$ cat src/rtl/ebus_pkg.sv
// Shared EBUS types: function codes, sequencer states and bus width.
package ebus_pkg;

    localparam int EBUS_W = 36;

    typedef enum logic [2:0] {
        CONO  = 3'd0,
        CONI  = 3'd1,
        DATAO = 3'd2,
        DATAI = 3'd3
    } tEBUSFunc;

    typedef enum logic [2:0] {
        IDLE,
        SETUP,
        DEMAND,
        RELEASE,
        RESP
    } tEBUSCtlState;

    // CONI and DATAI read from the device; CONO and DATAO drive the bus.
    function automatic logic isInputFunc(input logic [2:0] func);
        return func[0];
    endfunction

endpackage

$ cat src/rtl/ebus_ctl.sv
// EBUS I/O cycle sequencer: one CONO/CONI/DATAO/DATAI request at a time,
// SETUP -> DEMAND -> RELEASE handshake with per-phase timeout.
module ebus_ctl
    import ebus_pkg::*;
#(
    parameter int TIMEOUT_CYCLES = 64,
    parameter int DEV_W          = 7
) (
    input  logic              clk,
    input  logic              CROBAR,
    input  logic              reqValid,
    output logic              reqReady,
    input  logic [2:0]        reqFunc,
    input  logic [DEV_W-1:0]  reqDev,
    input  logic [EBUS_W-1:0] reqData,
    output logic              rspValid,
    output logic [EBUS_W-1:0] rspData,
    output logic              rspTimeout,
    output logic [DEV_W-1:0]  ebusCS,
    output logic [2:0]        ebusFunc,
    output logic              ebusDemand,
    output logic [EBUS_W-1:0] ebusDataOut,
    output logic              ebusDataOE,
    input  logic              ebusXfer,
    input  logic [EBUS_W-1:0] ebusDataIn
);

    localparam int               CNT_W    = $clog2(TIMEOUT_CYCLES + 1);
    localparam logic [CNT_W-1:0] CNT_LAST = CNT_W'(TIMEOUT_CYCLES - 1);

    tEBUSCtlState      state;
    logic [CNT_W-1:0]  cnt;
    logic [EBUS_W-1:0] cap;

    // The registered bus outputs double as the request latches: they are
    // loaded at accept and held unchanged until the cycle ends.
    // NOTE: all sequential state is written with non-blocking assignments so
    // every branch sees the pre-edge values of state, cnt and the bus lines.
    always_ff @(posedge clk or posedge CROBAR) begin
        if (CROBAR) begin
            state       <= IDLE;
            cnt         <= '0;
            cap         <= '0;
            reqReady    <= 1'b1;
            rspValid    <= 1'b0;
            rspTimeout  <= 1'b0;
            rspData     <= '0;
            ebusCS      <= '0;
            ebusFunc    <= '0;
            ebusDemand  <= 1'b0;
            ebusDataOut <= '0;
            ebusDataOE  <= 1'b0;
        end else begin
            rspValid <= 1'b0;
            case (state)
                IDLE: begin
                    if (reqValid) begin
                        reqReady <= 1'b0;
                        cap      <= '0;
                        if (reqFunc[2]) begin
                            state      <= RESP;
                            rspValid   <= 1'b1;
                            rspTimeout <= 1'b1;
                            rspData    <= '0;
                        end else begin
                            state       <= SETUP;
                            ebusCS      <= reqDev;
                            ebusFunc    <= reqFunc;
                            ebusDataOE  <= !isInputFunc(reqFunc);
                            ebusDataOut <= isInputFunc(reqFunc) ? '0 : reqData;
                        end
                    end
                end
                SETUP: begin
                    state      <= DEMAND;
                    ebusDemand <= 1'b1;
                    cnt        <= '0;
                end
                DEMAND: begin
                    if (ebusXfer) begin
                        if (isInputFunc(ebusFunc)) cap <= ebusDataIn;
                        state      <= RELEASE;
                        ebusDemand <= 1'b0;
                        cnt        <= '0;
                    end else if (cnt == CNT_LAST) begin
                        state       <= RESP;
                        rspValid    <= 1'b1;
                        rspTimeout  <= 1'b1;
                        rspData     <= '0;
                        ebusCS      <= '0;
                        ebusFunc    <= '0;
                        ebusDemand  <= 1'b0;
                        ebusDataOut <= '0;
                        ebusDataOE  <= 1'b0;
                    end else if (cnt != '1) begin
                        cnt <= cnt + 1'b1;
                    end
                end
                RELEASE: begin
                    // A device still holding xfer at the limit is a timeout,
                    // but whatever it delivered in DEMAND is still returned.
                    if (!ebusXfer || cnt == CNT_LAST) begin
                        state       <= RESP;
                        rspValid    <= 1'b1;
                        rspTimeout  <= ebusXfer;
                        rspData     <= cap;
                        ebusCS      <= '0;
                        ebusFunc    <= '0;
                        ebusDataOut <= '0;
                        ebusDataOE  <= 1'b0;
                    end else if (cnt != '1) begin
                        cnt <= cnt + 1'b1;
                    end
                end
                RESP: begin
                    state    <= IDLE;
                    reqReady <= 1'b1;
                end
                default: begin
                    state    <= IDLE;
                    reqReady <= 1'b1;
                end
            endcase
        end
    end

endmodule

$ cat config.mk
export PLATFORM = sky130hd
export DESIGN_NAME = ebus_ctl
export DESIGN_NICKNAME = d
export VERILOG_FILES = /design/src/rtl/ebus_pkg.sv /design/src/rtl/ebus_ctl.sv
export SDC_FILE = /design/constraint.sdc
export NUM_CORES = 1
export LEC_CHECK = 0
export ABC_AREA = 1
export CORE_UTILIZATION = 30
export CTS_CLUSTER_DIAMETER = 100
export CTS_CLUSTER_SIZE = 8
export DETAILED_ROUTE_END_ITERATION = 16
export GPL_ROUTABILITY_DRIVEN = 0
export RECOVER_POWER = 25
export SKIP_LAST_GASP = 1
export SLEW_MARGIN = 5
export SYNTH_ARGS = -nofsm -noshare
export SYNTH_HDL_FRONTEND = slang
export SYNTH_SLANG_ARGS = --single-unit
$ cat constraint.sdc
create_clock -name clk -period 5 [get_ports clk]
set_input_delay 0.75 -clock clk [delete_from_list [all_inputs] [get_ports clk]]
set_output_delay 0.75 -clock clk [all_outputs]
set_load 0.02 [all_outputs]
Fig. 1: run 1, track usage over the die
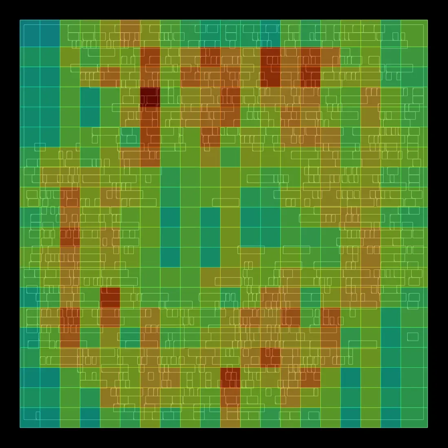
GRT Overall Usage: 0.161
WL/cell: 14.9 microns
Layout Utilization: 0.435

Fig. 2: run 1, M4 wires
Scale: 3 px per micron. Supply wires on this layer in grey.
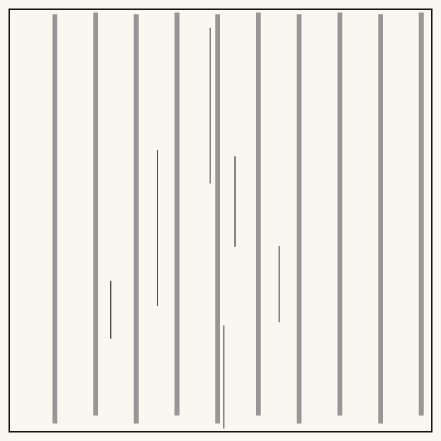
nets with wire on the layer = 3
longest straight run = 51.7 microns
main direction = vertical
share of all routed wire = 1.4%
wire length on this layer = 212 microns

==> impl_metrics.csv, run 1 <==
group,metric,value,unit
status,status,"finished, violations left",
status,violations,"capacitance limit, slew limit",
power,powerSeq,1.58,mW
synth,ys_async_sr_fraction,1.00,
power,peakVddDrop,0.000298,V
place,io_buffers,171,
drt,vias,4800,
setup_path,endpoint_kind,"flip-flop",
final_timing,finalCritPeriodShare,0.585,
drt,wl_met1,7360,microns
cells_and_area,fin_area,8150,sq um
setup_path,crit_arrival,3170,ps
final_timing,drv_slew,106,
place,place_inst,1002,
setup_path,reg2reg_from,"state[2]$_DFFE_PP0P_",
final_timing,tightest_slew,2280,ps
cells_and_area,comb_area_share,0.240,
synth,synth-edff-count,0,
run,max_cap_violations,1,
cells_and_area,nonClockInverterCount,57,
setup_path,r2r_slack,2080,ps
power,p_per_area,611,nW/um^2
setup_path,cp.buffers_inverters,4,
synth,yosysWarnings,0,
cells_and_area,seq_share,0.406,
power,internal_power,2.97,mW
min_path,min_to,"reqReady$_DFFE_PP1P_",
power,comb_power_share,0.418,
cells_and_area,nFillCells,1836,
Fig. 3: run 1, signal metal coverage by tile
Scale: 3 px per micron. The die is cut into 28 by 28 equal tiles; white is low, dark blue is high, scaled to the fullest tile. Values are wire area over tile area, all layers added.
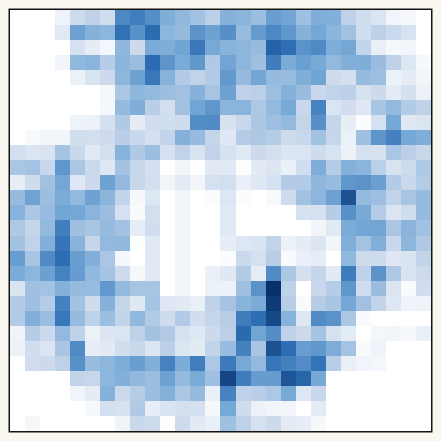
mean over tiles = 0.12
emptiest ninth of the die = middle
densest ninth of the die = top middle
nearly empty tiles = 17%
fullest tile = 0.44
tiles over half the peak = 15%

==> run 1 -> run 2 <==
==> constraint.sdc (replaced) <==
create_clock -name clk -period 3.1 [get_ports clk]
set_input_delay 0.465 -clock clk [delete_from_list [all_inputs] [get_ports clk]]
set_output_delay 0.465 -clock clk [all_outputs]
set_load 0.02 [all_outputs]
Fig. 4: run 2, signal metal coverage by tile
Scale: 3 px per micron. The die is cut into 28 by 28 equal tiles; white is low, dark blue is high, scaled to the fullest tile. Values are wire area over tile area, all layers added.
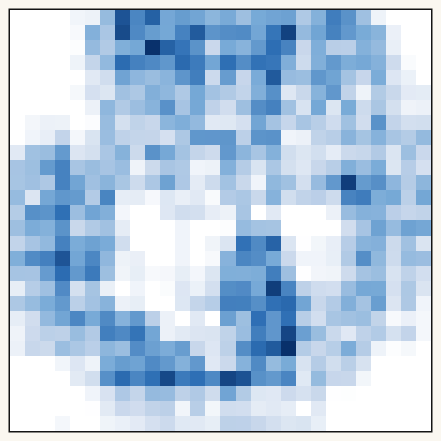
GRT Overall Usage: 0.169
WL/cell: 15.1 microns
via count: 4901
Routed WL: 15700 microns

==> run 2 against run 1 <==
Compared with the run above:
- the flow still finishes with violations (capacitance limit, slew limit)
- clock power grew 58%
- design area grew 0.51%
- total power grew 61%
- synthesized area is the same
- setup slack lost 1400 ps
- critical endpoint is now ebusDataOut[4]$_DFFE_PP0P_
- highest routed layer unchanged
==> impl_metrics.csv, run 2 <==
group,metric,value,unit
cells_and_area,nFillCells,1806,
drt,wl_met2,7460,microns
synth,yosysWarnings,0,
clock_tree,cts_sinks,132,
synth,ys.flop_type,"dfrtp_1",
cells_and_area,layout.nonclk_buf_frac,0.222,
power,p_per_area,981,nW/um^2
power,comb_power_share,0.424,
setup_path,r2r_slack,710,ps
final_timing,finalCritPeriodShare,0.772,
synth,synth-edff-count,0,
cells_and_area,utilization,0.438,
run,max_cap_violations,1,
cells_and_area,lay_top_count,"clkdlybuf4s50_1",
global_route,grt.busiest_layer,"met2",
status,violations,"capacitance limit, slew limit",
power,peakVddDrop,0.000584,V
drt,drc_errors,0,
global_route,grt_start_max_net_pins,93,
synth,ys_async_sr_fraction,1.00,
cells_and_area,regArea,3300,sq um
place,place_inst,1007,
setup_path,endpoint_kind,"flip-flop",
cells_and_area,seq_share,0.404,
final_timing,tightest_slew,1700,ps
cells_and_area,comb_area_share,0.239,
drt,wl_met1,7240,microns
setup_path,reg2reg_from,"state[0]$_DFFE_PP0P_",
power,powerSeq,2.56,mW
setup_path,cp.buffers_inverters,2,
min_path,holdCritStartpoint,"reqReady$_DFFE_PP1P_",
place,io_buffers,171,
final_timing,drv_slew,36,
min_path,min_to,"reqReady$_DFFE_PP1P_",
cells_and_area,drive_gt1_frac,0.0795,
cells_and_area,mostFrequentLayoutCells,"clkdlybuf4s50_1, dfrtp_1, nand2_1, nand3_1, o21ai_0",
status,status,"finished, violations left",
cells_and_area,fin_area,8190,sq um
Fig. 5: run 2, M4 wires
Scale: 3 px per micron. Supply wires on this layer in grey.
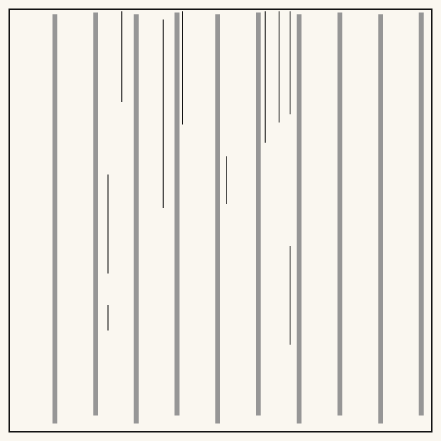
main direction = vertical
longest straight run = 62.6 microns
share of all routed wire = 2.1%
nets with wire on the layer = 7
wire length on this layer = 333 microns

No activity file was given, so power comes from the tool's default toggle rates.
